[config.mk]
export PLATFORM = sky130hd
export DESIGN_NAME = hermes_packet_injector_flat
export DESIGN_NICKNAME = d
export VERILOG_FILES = /design/src/rtl/hermes_packet_injector_pkg.sv /design/src/rtl/hermes_packet_injector_if.sv /design/src/rtl/hermes_flit_reg.sv /design/src/rtl/hermes_packet_injector.sv /design/src/flat_wrapper.sv
export SDC_FILE = /design/constraint.sdc
export NUM_CORES = 1
export LEC_CHECK = 0
export CAP_MARGIN = 20
export CORE_ASPECT_RATIO = 0.6
export CORE_MARGIN = 4
export CORE_UTILIZATION = 44
export DETAILED_ROUTE_END_ITERATION = 12
export HOLD_SLACK_MARGIN = 0.03
export MAX_ROUTING_LAYER = met4
export PLACE_DENSITY_LB_ADDON = 0.3
export SLEW_MARGIN = 20
export SYNTH_ARGS = -nofsm -noshare
export SYNTH_HDL_FRONTEND = slang
export SYNTH_SLANG_ARGS = --single-unit
[constraint.sdc]
create_clock -name clk_i -period 2.6 [get_ports clk_i]
set_input_delay 0.39 -clock clk_i [delete_from_list [all_inputs] [get_ports clk_i]]
set_output_delay 0.39 -clock clk_i [all_outputs]
set_load 0.005 [all_outputs]
[src/rtl/hermes_packet_injector_pkg.sv]
// Shared types and constants for the Hermes packet injector.
//   HERMES_ADDR_W      : width of the router address carried in the header flit
//   hermes_inj_state_t : injector FSM state encoding
package hermes_packet_injector_pkg;

  localparam int unsigned HERMES_ADDR_W = 16;

  typedef enum logic [1:0] {
    INJ_IDLE,
    INJ_HEADER,
    INJ_SIZE,
    INJ_PAYLOAD
  } hermes_inj_state_t;

endpackage

[src/rtl/hermes_packet_injector_if.sv]
// Interface bundling the injector's descriptor, payload and router-link signals.
//   req_*      : packet descriptor handshake (target, payload length)
//   pl_*       : payload word handshake
//   tx/eop/data: flit link toward router rx_i/data_i, credit_i is the router credit
//   busy/done  : packet status
// Modport slave is the injector side, master is the PE/router side.
interface hermes_packet_injector_if #(
  parameter int unsigned FLIT_SIZE = 32,
  parameter int unsigned LEN_W     = 16
);
  import hermes_packet_injector_pkg::*;

  logic                     req_valid_i;
  logic                     req_ready_o;
  logic [HERMES_ADDR_W-1:0] req_target_i;
  logic [LEN_W-1:0]         req_len_i;
  logic                     pl_valid_i;
  logic                     pl_ready_o;
  logic [FLIT_SIZE-1:0]     pl_data_i;
  logic                     tx_o;
  logic                     eop_o;
  logic [FLIT_SIZE-1:0]     data_o;
  logic                     credit_i;
  logic                     busy_o;
  logic                     done_o;

  modport slave (
    input  req_valid_i, req_target_i, req_len_i, pl_valid_i, pl_data_i, credit_i,
    output req_ready_o, pl_ready_o, tx_o, eop_o, data_o, busy_o, done_o
  );

  modport master (
    output req_valid_i, req_target_i, req_len_i, pl_valid_i, pl_data_i, credit_i,
    input  req_ready_o, pl_ready_o, tx_o, eop_o, data_o, busy_o, done_o
  );

endinterface

[src/rtl/hermes_flit_reg.sv]
// One-entry registered flit output stage with credit-based drain.
//   clk_i, rst_i : clock, asynchronous active-high reset
//   i_load       : load i_data/i_eop (honoured only while o_free)
//   i_credit     : downstream credit; a flit transfers on o_tx && i_credit
//   o_tx/o_eop/o_data : registered flit toward the router
//   o_free       : entry empty or draining this cycle
module hermes_flit_reg #(
  parameter int unsigned FLIT_SIZE = 32
) (
  input  logic                 clk_i,
  input  logic                 rst_i,
  input  logic                 i_load,
  input  logic [FLIT_SIZE-1:0] i_data,
  input  logic                 i_eop,
  input  logic                 i_credit,
  output logic                 o_tx,
  output logic                 o_eop,
  output logic [FLIT_SIZE-1:0] o_data,
  output logic                 o_free
);

  logic                 r_tx;
  logic                 r_eop;
  logic [FLIT_SIZE-1:0] r_data;
  logic                 w_free;

  assign w_free = !r_tx || i_credit;

  always_ff @(posedge clk_i or posedge rst_i) begin
    if (rst_i) begin
      r_tx   <= 1'b0;
      r_eop  <= 1'b0;
      r_data <= '0;
    end else if (i_load && w_free) begin
      r_tx   <= 1'b1;
      r_eop  <= i_eop;
      r_data <= i_data;
    end else if (w_free) begin
      // Drained with nothing new: eop is only meaningful alongside tx.
      r_tx  <= 1'b0;
      r_eop <= 1'b0;
    end
  end

  assign o_tx   = r_tx;
  assign o_eop  = r_eop;
  assign o_data = r_data;
  assign o_free = w_free;

endmodule

[src/rtl/hermes_packet_injector.sv]
// Hermes packetizer: turns a descriptor (target, len) plus a payload stream into
// header, size and payload flits on a credit-controlled router input link.
//   clk_i, rst_i : clock, asynchronous active-high reset
//   inj          : descriptor/payload/link/status signals (slave modport)
module hermes_packet_injector
  import hermes_packet_injector_pkg::*;
#(
  parameter int unsigned FLIT_SIZE = 32,
  parameter int unsigned LEN_W     = 16
) (
  input logic                     clk_i,
  input logic                     rst_i,
  hermes_packet_injector_if.slave inj
);

  hermes_inj_state_t        r_state;
  hermes_inj_state_t        w_state_next;
  logic [HERMES_ADDR_W-1:0] r_target;
  logic [LEN_W-1:0]         r_len;
  logic [LEN_W-1:0]         r_cnt;
  logic                     r_done;

  logic                 w_free;
  logic                 w_load;
  logic [FLIT_SIZE-1:0] w_load_data;
  logic                 w_load_eop;
  logic                 w_req_ready;
  logic                 w_pl_ready;
  logic                 w_pl_hs;
  logic                 w_last;
  logic                 w_tx;
  logic                 w_eop;
  logic [FLIT_SIZE-1:0] w_data;

  assign w_pl_hs = inj.pl_valid_i && w_pl_ready;
  assign w_last  = (r_cnt == LEN_W'(1));

  // State register
  always_ff @(posedge clk_i or posedge rst_i) begin
    if (rst_i) begin
      r_state <= INJ_IDLE;
    end else begin
      r_state <= w_state_next;
    end
  end

  // Next-state logic. An accepted descriptor loads its header straight from the
  // request when the output entry is free, so a new packet follows a draining
  // eop flit without a bubble; HEADER is only used when that load must wait.
  always_comb begin
    w_state_next = r_state;
    unique case (r_state)
      INJ_IDLE: begin
        if (inj.req_valid_i) begin
          w_state_next = w_free ? INJ_SIZE : INJ_HEADER;
        end
      end
      INJ_HEADER: begin
        if (w_free) begin
          w_state_next = INJ_SIZE;
        end
      end
      INJ_SIZE: begin
        if (w_free) begin
          w_state_next = (r_len == '0) ? INJ_IDLE : INJ_PAYLOAD;
        end
      end
      INJ_PAYLOAD: begin
        if (w_pl_hs && w_last) begin
          w_state_next = INJ_IDLE;
        end
      end
      default: w_state_next = INJ_IDLE;
    endcase
  end

  // Output / load-control logic
  always_comb begin
    w_req_ready = 1'b0;
    w_pl_ready  = 1'b0;
    w_load      = 1'b0;
    w_load_data = '0;
    w_load_eop  = 1'b0;
    unique case (r_state)
      INJ_IDLE: begin
        w_req_ready = 1'b1;
        if (inj.req_valid_i && w_free) begin
          w_load      = 1'b1;
          w_load_data = FLIT_SIZE'(inj.req_target_i);
        end
      end
      INJ_HEADER: begin
        if (w_free) begin
          w_load      = 1'b1;
          w_load_data = FLIT_SIZE'(r_target);
        end
      end
      INJ_SIZE: begin
        if (w_free) begin
          w_load      = 1'b1;
          w_load_data = FLIT_SIZE'(r_len);
          w_load_eop  = (r_len == '0);
        end
      end
      INJ_PAYLOAD: begin
        w_pl_ready = w_free;
        if (w_pl_hs) begin
          w_load      = 1'b1;
          w_load_data = inj.pl_data_i;
          w_load_eop  = w_last;
        end
      end
      default: ;
    endcase
  end

  // Descriptor latches, payload counter and done pulse
  always_ff @(posedge clk_i or posedge rst_i) begin
    if (rst_i) begin
      r_target <= '0;
      r_len    <= '0;
      r_cnt    <= '0;
      r_done   <= 1'b0;
    end else begin
      r_done <= w_tx && inj.credit_i && w_eop;
      if (r_state == INJ_IDLE && inj.req_valid_i) begin
        r_target <= inj.req_target_i;
        r_len    <= inj.req_len_i;
      end
      if (r_state == INJ_SIZE && w_free) begin
        r_cnt <= r_len;
      end else if (w_pl_hs) begin
        r_cnt <= r_cnt - LEN_W'(1);
      end
    end
  end

  hermes_flit_reg #(
    .FLIT_SIZE (FLIT_SIZE)
  ) u_flit_reg (
    .clk_i    (clk_i),
    .rst_i    (rst_i),
    .i_load   (w_load),
    .i_data   (w_load_data),
    .i_eop    (w_load_eop),
    .i_credit (inj.credit_i),
    .o_tx     (w_tx),
    .o_eop    (w_eop),
    .o_data   (w_data),
    .o_free   (w_free)
  );

  assign inj.req_ready_o = w_req_ready;
  assign inj.pl_ready_o  = w_pl_ready;
  assign inj.tx_o        = w_tx;
  assign inj.eop_o       = w_eop;
  assign inj.data_o      = w_data;
  assign inj.busy_o      = (r_state != INJ_IDLE) || w_tx;
  assign inj.done_o      = r_done;

endmodule

[src/flat_wrapper.sv]
// flat-port wrapper written by rule: the top's interface ports become plain ports
module hermes_packet_injector_flat import hermes_packet_injector_pkg::*;
#(
  parameter int unsigned FLIT_SIZE = 32,
  parameter int unsigned LEN_W     = 16
)
  (clk_i, rst_i, inj_req_valid_i, inj_req_target_i, inj_req_len_i, inj_pl_valid_i, inj_pl_data_i, inj_credit_i, inj_req_ready_o, inj_pl_ready_o, inj_tx_o, inj_eop_o, inj_data_o, inj_busy_o, inj_done_o);
  hermes_packet_injector_if #(.FLIT_SIZE(FLIT_SIZE), .LEN_W(LEN_W)) inj_i ();
  input logic clk_i;
  input logic rst_i;
  input wire logic [$bits(inj_i.req_valid_i)-1:0] inj_req_valid_i;
  input wire logic [$bits(inj_i.req_target_i)-1:0] inj_req_target_i;
  input wire logic [$bits(inj_i.req_len_i)-1:0] inj_req_len_i;
  input wire logic [$bits(inj_i.pl_valid_i)-1:0] inj_pl_valid_i;
  input wire logic [$bits(inj_i.pl_data_i)-1:0] inj_pl_data_i;
  input wire logic [$bits(inj_i.credit_i)-1:0] inj_credit_i;
  output wire logic [$bits(inj_i.req_ready_o)-1:0] inj_req_ready_o;
  output wire logic [$bits(inj_i.pl_ready_o)-1:0] inj_pl_ready_o;
  output wire logic [$bits(inj_i.tx_o)-1:0] inj_tx_o;
  output wire logic [$bits(inj_i.eop_o)-1:0] inj_eop_o;
  output wire logic [$bits(inj_i.data_o)-1:0] inj_data_o;
  output wire logic [$bits(inj_i.busy_o)-1:0] inj_busy_o;
  output wire logic [$bits(inj_i.done_o)-1:0] inj_done_o;
  assign inj_i.req_valid_i = inj_req_valid_i;
  assign inj_i.req_target_i = inj_req_target_i;
  assign inj_i.req_len_i = inj_req_len_i;
  assign inj_i.pl_valid_i = inj_pl_valid_i;
  assign inj_i.pl_data_i = inj_pl_data_i;
  assign inj_i.credit_i = inj_credit_i;
  assign inj_req_ready_o = inj_i.req_ready_o;
  assign inj_pl_ready_o = inj_i.pl_ready_o;
  assign inj_tx_o = inj_i.tx_o;
  assign inj_eop_o = inj_i.eop_o;
  assign inj_data_o = inj_i.data_o;
  assign inj_busy_o = inj_i.busy_o;
  assign inj_done_o = inj_i.done_o;
  hermes_packet_injector #(.FLIT_SIZE(FLIT_SIZE), .LEN_W(LEN_W)) u_core (.clk_i(clk_i), .rst_i(rst_i), .inj(inj_i));
endmodule
==> GITHUB_STEP_SUMMARY <==
### Flow metrics

| Metric | Value |
|---|---|
| Leak Pwr | `2.488 nW` |
| Number of warnings in the stage logs | `30` |
| Unrepaired setup endpoints after global routing | `no` |
| Total standard cell area after synthesis | `4113 um^2` |
| Highest achievable clock rate | `0.4365 GHz` |
| Number of enable flip-flop cells | `0` |
| Post-route DRC violation count | `0` |
| CTS H-Tree Depth | `3` |
| Fraction of registers with async set/reset | `100.0%` |
| Most area-consuming cells after synthesis | `sky130_fd_sc_hd__dfrtp_1 52%, sky130_fd_sc_hd__nand2_1 12%, sky130_fd_sc_hd__a22o_1 3.6%` |
| Yosys cell types | `44` |
| Clock-pin transition on the worst setup and hold timing paths | `0.06 ns` |
| Clock buffer count from CTS | `9` |
| Die area | `11,010 um^2` |
| Synth area leader | `sky130_fd_sc_hd__dfrtp_1` |
| Cell Int Power | `0.003983 W` |
| CP Data Arrival Time | `1.90 ns` |
| Kind of critical path | `reg -> out` |
| Total wirelength of the detailed-routed design | `11.88 mm` |
| Fill count | `758` |
| Type of origin of the critical path | `flip-flop` |
| Pin count of the biggest net entering global routing | `86` |
| Final RePlAce weighted congestion | `0.9310` |
| Root Buffer | `sky130_fd_sc_hd__clkbuf_16` |
| Post-CTS setup repair buffer count | `0` |
| CP peak stage delay | `0.60 ns` |
| Wire length of the first global-routing pass | `19.70 mm` |
| Summed standard-cell area reported by yosys | `4113 um^2` |
| Total number of placement rows | `27` |
| Average detailed-routed wire length per instance | `17.54 um` |
| Fraction of layout instances using a drive strength above 1 | `9.689%` |
| Portion of total power attributed to the clock network | `20.1%` |
| Worst slew pin tran | `0.6410 ns` |
| Worst IR drop on VDD | `514.3 uV` |
| Gate count after technology mapping | `436` |
| TritonCTS clock tree | `yes` |
| Grt ovf | `0` |
| Count of maximum capacitance violations | `0` |
| Mean number of vias per cell | `5.468` |
| Overall via count from detail_route | `3,702` |
| Final setup skew | `0.005532 ns` |
| First drt pass iteration count | `5` |
| Syn_nets | `511` |
| Sw Pwr | `0.002472 W` |
| Layout-stage area growth over the synthesis result | `37.69%` |
| Chip Height | `82.89 um` |
| Reg2reg setup slack | `0.45 ns` |
| Power per cell area | `1140 nW/um^2` |
| Number of max-slew violations in the final report | `0` |
| Total Routing Usage GR | `23.07%` |
| Portion of synthesized cell area occupied by the leading cell type | `51.72%` |
| Number of flip-flops and latches in the synthesized netlist | `85` |
| Endpoint of the worst-slack reg-to-reg timing path | `u_core.u_flit_reg.o_data[3]` |
| Post-Syn Area per Cell | `9.433 um^2` |
| Critical Path End | `inj_req_ready_o` |
| Critical-path maximum fanout | `11` |
| Critical path buffers and inverters | `2` |
| Latency at later pin | `0.34 ns` |
| Total Negative Setup Slacks | `0 ns` |
| Post-layout min period | `2.291 ns` |
| Hold-fix buffers at CTS | `0` |
| Number of global-route vias before repair | `3,806` |
| Cells in synth_stat.txt | `436` |
| Core ar. | `9155 um^2` |
| Largest buffer count on any clock path | `2` |
| Type of the worst min-delay path | `in -> async` |
| Number of antenna violations at the first check in global routing | `0` |
| Count of synthesis-stage warnings from yosys | `0` |
| Stages on worst setup path | `3` |
| Most common cell in the synthesized netlist | `sky130_fd_sc_hd__nand2_1` |
| Run status | `finished, final reports clean` |
| Power in combinational cells | `0.00283 W` |
| Final period utilization | `88.11%` |
| HPWL Detailed | `8.573 mm` |
| Antenna Cells | `0` |
| Largest power group | `combinational logic` |
| Worst R2R Start | `u_core.r_state[0]` |
## logic make-up (layout without fill, tap and decap cells)
group | Yosys count | count (layout) | synth area share (%)
AND-OR/OR-AND | 106 | 106 | 17.98
XOR/XNOR | 8 | 8 | 1.704
adder cells (fa/ha/maj) | 6 | 6 | 1.825
buffers and inverters | 33 | 144 | 4.229
flip-flops | 85 | 85 | 51.72
multiplexers | 9 | 9 | 2.464
AND/OR/NAND/NOR | 189 | 189 | 20.08
## per-stage QoR
step | setup slack (ns) | hold WS [ns] | std cells | instance area, um^2 | power, W
floorplan | 0.01650 | 0.4463 | 436 | 4113 | 0.004023
global placement | 0.3342 | 0.4584 | 661 | 5361 | 0.005056
detailed placement | 0.2821 | 0.4639 | 661 | 5361 | 0.005150
CTS | 0.2934 | 0.4791 | 677 | 5663 | 0.006477
global route | 0.2163 | 0.4781 | 677 | 5663 | 0.006910
finish | 0.3092 | 0.4529 | 677 | 5663 | 0.006455
## registers in the layout, indices dropped and copies added, names as in the netlist
register                  flops
u_core.u_flit_reg.o_data     32
u_core.r_cnt                 16
u_core.r_len                 16
u_core.r_target              16
u_core.r_state                2
u_core.inj.done_o             1
u_core.u_flit_reg.o_eop       1
u_core.u_flit_reg.o_tx        1
## tightest hold or removal path, stage by stage
cell	delay (ns)
sky130_fd_sc_hd__clkdlybuf4s50_1	0.42
sky130_fd_sc_hd__clkinv_2	0.06
sky130_fd_sc_hd__buf_12	0.36
## layout make-up
cell class	count	area [um^2]	area share, %
Clock buffer	11	242.7	4.286
Clock inverter	5	58.81	1.038
Inverter	6	23.77	0.4198
Multi-Input combinational cell	318	1817	32.08
Sequential cell	85	2127	37.56
Tap cell	130	162.7	2.872
Timing Repair Buffer	122	1231	21.74
## cells in the final DEF (no fill, tap or decap), types with 3 or more instances in the layout
cell / instances
sky130_fd_sc_hd__xnor2_1: 6
sky130_fd_sc_hd__a21oi_1: 21
sky130_fd_sc_hd__mux2_2: 9
sky130_fd_sc_hd__buf_4: 12
sky130_fd_sc_hd__nor3_1: 6
sky130_fd_sc_hd__o311ai_0: 4
sky130_fd_sc_hd__nand2b_1: 4
sky130_fd_sc_hd__o31ai_1: 10
sky130_fd_sc_hd__nor2_1: 19
sky130_fd_sc_hd__nand3_1: 3
sky130_fd_sc_hd__buf_12: 4
sky130_fd_sc_hd__or3_1: 5
sky130_fd_sc_hd__dfrtp_1: 85
sky130_fd_sc_hd__clkbuf_16: 9
sky130_fd_sc_hd__ha_1: 6
sky130_fd_sc_hd__inv_1: 5
sky130_fd_sc_hd__nand2_1: 129
sky130_fd_sc_hd__o21ai_0: 23
sky130_fd_sc_hd__nor4_1: 8
sky130_fd_sc_hd__a22o_1: 17
sky130_fd_sc_hd__a22oi_1: 18
sky130_fd_sc_hd__and2_1: 3
sky130_fd_sc_hd__clkdlybuf4s50_1: 106
## metal layers
layer | global-route usage [%] | share of wire (%)
met5 | - | 0
met4 | 5.377 | 1.0
met3 | 7.324 | 8.5
met2 | 33.47 | 44
met1 | 31.72 | 47
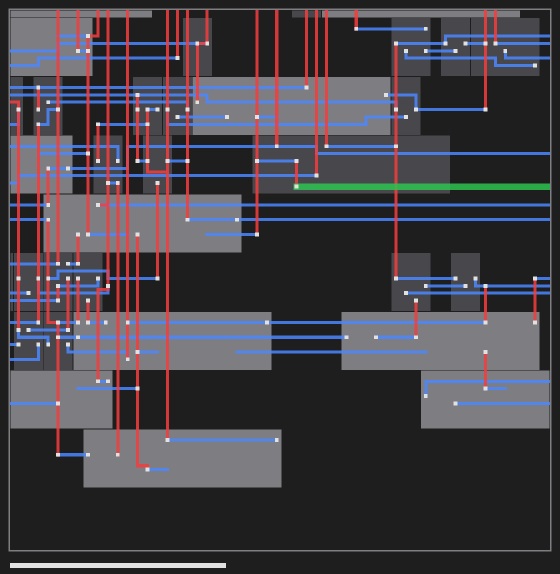
**Above:** zoomed window.
Scale bar: 10 um. Region (21, 8) to (46, 33) um. Cells in grey, sequential cells in the stronger grey; small squares are vias.
green -> met3
red -> met2
blue -> met1
sequential cells in the window = 7
most frequent = nand2_1 (13), dfrtp_1 (7)
netlist names of flops here include = u_core.r_len (6), u_core.r_cnt (1)
cells with their middle in the window = 25

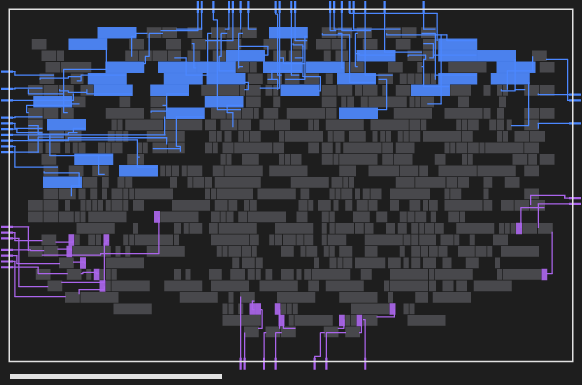
**Above:** I/O nets highlighted.
Scale bar: 50 um.
purple -> inj_req_len_i  # direction input, edge 7 bottom, 7 left, 2 right, end cells 16, buffers 16, wire 318 um
blue -> inj_data_o  # direction output, edge 19 top, 10 left, 3 right, end cells 32, buffers 32, wire 1,050 um
IO Pins: 107
port bufs: 106

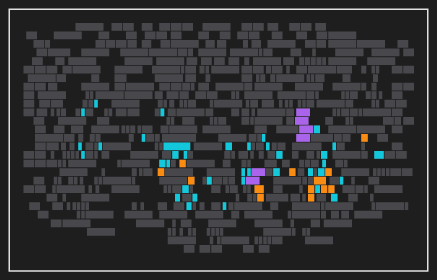
**Above:** gate-type map.
cyan -> NOR gates  # cells 37, most used nor2_1
orange -> AND and OR gates  # cells 13, most used or3_1
purple -> adder and majority cells  # cells 6, most used ha_1

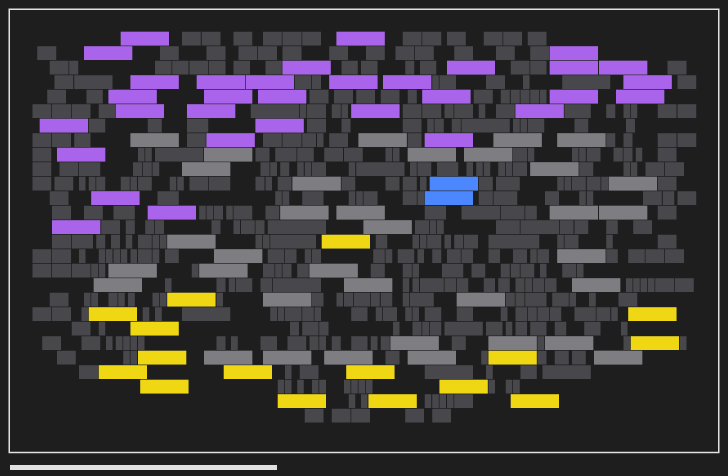
**Above:** sequential cells grouped by signal name.
Scale bar: 50 um. Other sequential cells in the stronger grey, the rest of the logic in the fainter grey.
yellow -> u_core.r_len  # sequential cells 16
blue -> u_core.r_state  # sequential cells 2
purple -> u_core.u_flit_reg.o_data  # sequential cells 32, where a horizontal strip, top
Finished Core Util: 61.86%
proportion of cell area occupied by registers: 37.56%
total area of sequential cells: 2127 um^2
sequential power: 0.00233 W

Power figures rest on the tool's default switching activity, not on a simulated workload.
